## src/rtl/syncdet.sv

```systemverilog
// Frame-sync decision stage: qualifies runs of comparator hits as sync,
// reports where the run began, then tracks lock until too many misses.
module syncdet #(
   parameter int IDXW       = 16,
   parameter int HITS       = 4,
   parameter int MISSES     = 8,
   parameter int SEARCH_LEN = 1024
) (
   input  logic            clk,
   input  logic            rst_n,
   input  logic            synctop_syncdet_start,
   input  logic            thcomp_thcomptop_finish,
   input  logic            thcomp_thcomptop_data,
   output logic            syncdet_synctop_found,
   output logic            syncdet_synctop_timeout,
   output logic            syncdet_synctop_lost,
   output logic            syncdet_synctop_locked,
   output logic            syncdet_synctop_busy,
   output logic [IDXW-1:0] syncdet_synctop_index
);

   typedef enum logic [1:0] {IDLE, SEARCH, LOCKED} state_t;

   localparam logic [IDXW-1:0] LAST_IDX = IDXW'(SEARCH_LEN - 1);
   localparam logic [3:0]      HITS_C   = 4'(HITS);
   localparam logic [7:0]      MISSES_C = 8'(MISSES);

   state_t          state_q;
   logic [IDXW-1:0] idx_q;
   logic [IDXW-1:0] run_start_q;
   logic [IDXW-1:0] index_q;
   logic [3:0]      hit_cnt_q;
   logic [7:0]      miss_cnt_q;
   logic            found_q;
   logic            timeout_q;
   logic            lost_q;
   logic            locked_q;
   logic            busy_q;

   logic [3:0]      hit_cnt_d;
   logic [7:0]      miss_cnt_d;

   always_comb begin
      hit_cnt_d  = thcomp_thcomptop_data ? hit_cnt_q + 4'd1 : '0;
      miss_cnt_d = thcomp_thcomptop_data ? '0 : miss_cnt_q + 8'd1;
   end

   always_ff @(posedge clk) begin
      if (!rst_n) begin
         state_q     <= IDLE;
         idx_q       <= '0;
         run_start_q <= '0;
         index_q     <= '0;
         hit_cnt_q   <= '0;
         miss_cnt_q  <= '0;
         found_q     <= 1'b0;
         timeout_q   <= 1'b0;
         lost_q      <= 1'b0;
         locked_q    <= 1'b0;
         busy_q      <= 1'b0;
      end else begin
         found_q   <= 1'b0;
         timeout_q <= 1'b0;
         lost_q    <= 1'b0;
         // start has priority over any result in the same cycle, in every state
         if (synctop_syncdet_start) begin
            state_q     <= SEARCH;
            idx_q       <= '0;
            run_start_q <= '0;
            hit_cnt_q   <= '0;
            miss_cnt_q  <= '0;
            busy_q      <= 1'b1;
            locked_q    <= 1'b0;
         end else if (thcomp_thcomptop_finish) begin
            case (state_q)
               SEARCH: begin
                  if (thcomp_thcomptop_data && hit_cnt_q == '0)
                     run_start_q <= idx_q;
                  hit_cnt_q <= hit_cnt_d;
                  if (idx_q != LAST_IDX)
                     idx_q <= idx_q + 1'b1;
                  // a run starting on this very result has no stored run_start yet
                  if (thcomp_thcomptop_data && hit_cnt_d == HITS_C) begin
                     found_q    <= 1'b1;
                     index_q    <= (hit_cnt_q == '0) ? idx_q : run_start_q;
                     state_q    <= LOCKED;
                     miss_cnt_q <= '0;
                     locked_q   <= 1'b1;
                     busy_q     <= 1'b0;
                  end else if (idx_q == LAST_IDX) begin
                     timeout_q <= 1'b1;
                     state_q   <= IDLE;
                     busy_q    <= 1'b0;
                  end
               end
               LOCKED: begin
                  miss_cnt_q <= miss_cnt_d;
                  if (miss_cnt_d == MISSES_C) begin
                     lost_q   <= 1'b1;
                     locked_q <= 1'b0;
                     state_q  <= IDLE;
                  end
               end
               default: ;
            endcase
         end
      end
   end

   assign syncdet_synctop_found   = found_q;
   assign syncdet_synctop_timeout = timeout_q;
   assign syncdet_synctop_lost    = lost_q;
   assign syncdet_synctop_locked  = locked_q;
   assign syncdet_synctop_busy    = busy_q;
   assign syncdet_synctop_index   = index_q;

endmodule
```

## config.mk

```make
export PLATFORM = sky130hd
export DESIGN_NAME = syncdet
export DESIGN_NICKNAME = d
export VERILOG_FILES = /design/src/rtl/syncdet.sv
export SDC_FILE = /design/constraint.sdc
export NUM_CORES = 1
export LEC_CHECK = 0
export ABC_AREA = 0
export CELL_PAD_IN_SITES_DETAIL_PLACEMENT = 0
export CELL_PAD_IN_SITES_GLOBAL_PLACEMENT = 1
export CORE_MARGIN = 2
export CORE_UTILIZATION = 40
export DETAILED_ROUTE_END_ITERATION = 8
export GPL_TIMING_DRIVEN = 0
export PLACE_DENSITY_LB_ADDON = 0.3
export SYNTH_ARGS = -nofsm -noshare
export SYNTH_HDL_FRONTEND = slang
export SYNTH_SLANG_ARGS = --single-unit
export TNS_END_PERCENT = 30
```

## constraint.sdc

```tcl
create_clock -name clk -period 2.4 [get_ports clk]
set_clock_uncertainty 0.15 [all_clocks]
set_input_delay 0.24 -clock clk [delete_from_list [all_inputs] [get_ports clk]]
set_output_delay 0.24 -clock clk [all_outputs]
set_load 0.02 [all_outputs]
```

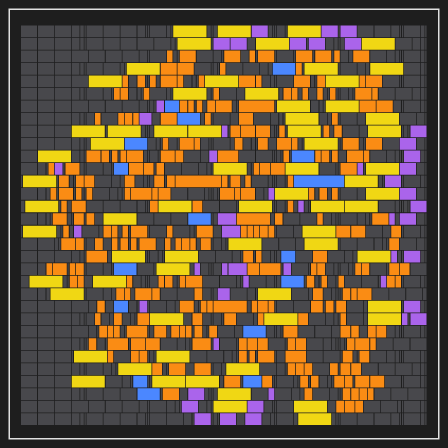
(images/placement_by_type.png)
Fill, decap, tap and diode cells in grey.
class	colour	cells
clock drivers and dummy loads	blue	16
remaining buffers and delay cells	purple	49
sequential cells	yellow	67
combinational and other logic	orange	274

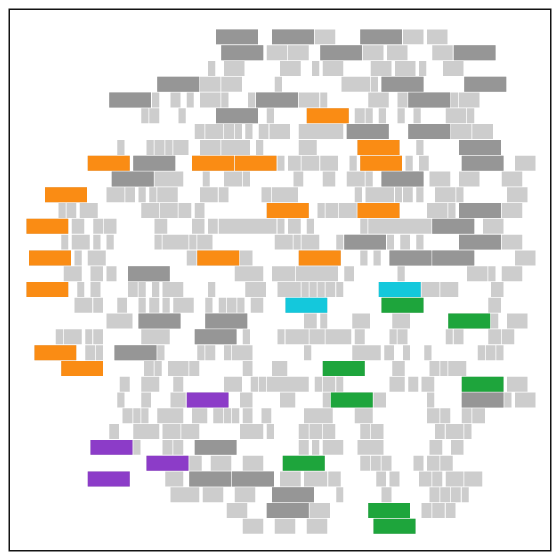
(images/flops_by_reg.png)
Other sequential cells in the stronger grey, the rest of the logic in the fainter grey.
signal	colour	flops
hit_cnt_q	purple	4
idx_q	orange	16
state_q	cyan	2
miss_cnt_q	green	8
not coloured	37

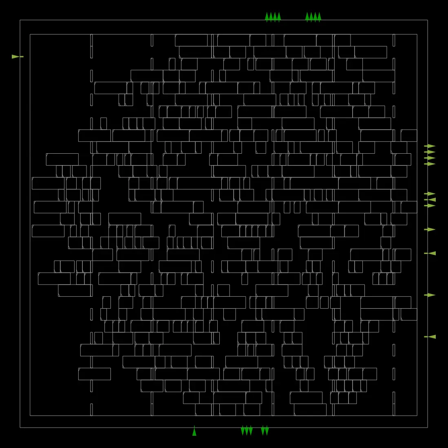
(images/placement.png)
count of non-filler cells in the finished layout: 508
final core utilization: 49.0%
# fillers: 774

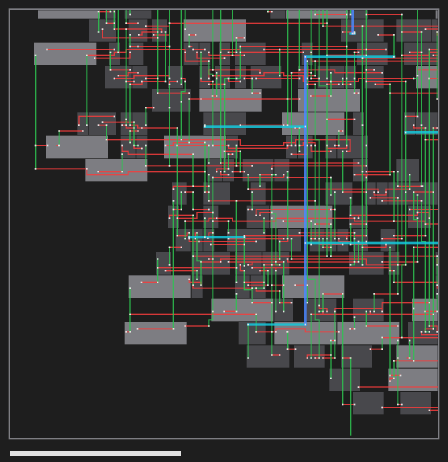
(images/detail.png)
Bar = 20 um. Window x 0 to 50, y 0 to 50 um. Cells in grey, sequential cells in the stronger grey; small squares are vias.
layer	colour
metal 1	red
metal 4	blue
metal 3	cyan
metal 2	green
most frequent	nand2_1 (20), dfxtp_1 (17), a21oi_1 (10)
cells with their middle in the window	107
netlist names of flops here include	run_start_q (5), hit_cnt_q (4), syncdet_synctop_index (4)
sequential cells in the window	17

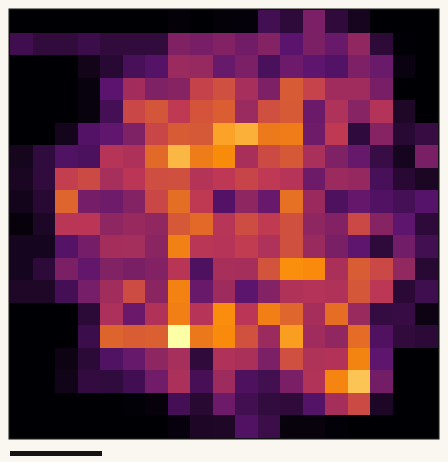
(images/metal_density.png)
Bar = 20 um. 19 x 19 tiles, from black (low) to pale yellow (high), scaled to the fullest tile. Values are wire area over tile area, all layers added.
densest ninth of the die	centre
nearly empty tiles	19%
tiles over half the peak	20%
mean over tiles	0.14
fullest tile	0.46
via count: 2695
gr usage total: 19.0%
final wirelength: 7.61 mm
routed len/inst: 15.0 um

==> flow_metrics.tcl <==
# collected from the flow reports
set metrics [dict create \
    crit_family "simple AND/OR/NAND/NOR gates" \
    fin_crit_ns 2.30 \
    rows 32 \
    hp-class "reg2reg" \
    overflow 0 \
    avgViaCountPerCell 5.31 \
    start_kind "register" \
    firstDrtPassIters 4 \
    grt_first_pass_wirelength_mm 12.7 \
    flop_area_sq_um 1340 \
    worstPathMaxFanout 10 \
    p_sw_uw 553 \
    setup_viol 0 \
    synth-main-ff-cell "dfxtp_1" \
    antenna_found_initial 0 \
    drtAntennaViolNets 0 \
    drc_errors 0 \
    whs_path_depth 2 \
    place_ws_ns -0.157 \
    dieArea_sq_um 8650 \
    root_buffer "clkbuf_8" \
    crit_chain "inv_1 > ha_1 > nand3b_1 > or3_4 > a211oi_4 > buf_6 > nand2_1 > o211a_1" \
    antenna_cells 0 \
    coreArea_sq_um 7690 \
    outcome "finished clean" \
    syn_area_sq_um 3170 \
    dp_hpwl_mm 5.53 \
    cts_tree "done" \
    hold_viol 0 \
    power_mw 2.19 \
    syn_area_per_cell_sq_um 8.69 \
    arrival_ns 2.41 \
    tool_warnings 27 \
    cts-buffers-inserted 9 \
    place.port_buffers 25 \
    synth_nets 374 \
]
-- registers in the layout (all words and copies together) (netlist names) --
| name | flops |
|---|---|
| idx_q | 16 |
| run_start_q | 16 |
| syncdet_synctop_index | 16 |
| miss_cnt_q | 8 |
| hit_cnt_q | 4 |
| state_q | 2 |
| syncdet_synctop_busy | 1 |
| syncdet_synctop_found | 1 |
| syncdet_synctop_locked | 1 |
| syncdet_synctop_lost | 1 |
| syncdet_synctop_timeout | 1 |
-- cell type report --
class,instances,area share [%]
plain buffers,23,3.19
clock buffers,9,3.29
clock inverters,7,2.26
inverters,3,0.299
multi-input cells,271,45.1
flip-flops and latches,67,35.6
well taps,102,3.39
repair buffers,26,6.85
-- worst paths after layout --
path                  start                  endpoint
max            hit_cnt_q[0]  syncdet_synctop_index[2]
min          run_start_q[9]            run_start_q[9]
max reg2reg    hit_cnt_q[0]  syncdet_synctop_index[2]
min reg2reg  run_start_q[9]            run_start_q[9]
-- worst min-delay path, stage by stage, from the launching register on --
cell and delay (ns):
dfxtp_1 0.31, nand2_1 0.05, a21oi_1 0.05
-- power groups by stage --
stage / Clock (mW) / Combinational [mW] / Sequential, mW
2_1_floorplan: 0 / 0.0468 / 1.15
3_3_place_gp: 0 / 0.0835 / 1.15
3_5_place_dp: 0 / 0.0839 / 1.15
4_1_cts: 1.01 / 0.0842 / 1.12
5_1_grt: 1.06 / 0.0912 / 1.12
6_report: 0.988 / 0.0835 / 1.12
-- Yosys cell counts (all sizes together), types with 3 or more instances --
library cell  instances  area [sq um]
and3                  6          37.5
nor2b                 4          25.0
nand3                20           100
a31o                  3          26.3
o211a                16           160
dfxtp                67          1340
xor2                 13           114
buf                  10          67.6
nor4                  4          46.3
nand4                10          62.6
nor2                 26           100
nor3                  6          30.0
mux2i                17           170
inv                   3          11.3
xnor2                 3          26.3
nand2b                4          25.0
o21ai                 8          40.0
or3                   3          23.8
ha                    4          50.1
a21oi                31           155
nand3b                3          35.0
nand2                67           251
clkbuf               14          52.6
-- kinds of logic after synthesis --
logic type | share of synthesized area, %
mux | 5.37
simple gates | 26.4
fa+ha+maj | 1.58
buf+inv | 4.14
compound gates | 15.7
flops | 42.3
xor+xnor | 4.42
-- metal layers --
metal / vias to the layer above / GRT usage [%] / routed length, um
li1: 1359 / - / -
met5: - / 0 / 0
met3: 10 / 4.11 / 294
met2: 52 / 28.3 / 3370
met1: 1274 / 26.9 / 3830
met4: 0 / 7.11 / 114
-- timing repair --
action | in CTS | in global routing
gates resized | 0 | 3
buffers inserted | 0 | 1
setup endpoints to repair | 0 | 23
-- through the flow --
| step | utilization (%) | cell area (sq um) | setup TNS [ns] | instances | hold slack (ns) |
|---|---|---|---|---|---|
| global route | 49.0 | 3760 | 0 | 508 | 0.317 |
| CTS | 48.9 | 3760 | 0 | 508 | 0.307 |
| detailed placement | 46.2 | 3550 | -2.06 | 492 | 0.296 |
| finish | 49.0 | 3760 | 0 | 508 | 0.306 |
| floorplan | - | 3170 | 0 | 365 | 0.220 |
| global placement | 46.2 | 3550 | -1.69 | 492 | 0.291 |
Power figures rest on the tool's default switching activity, not on a simulated workload.
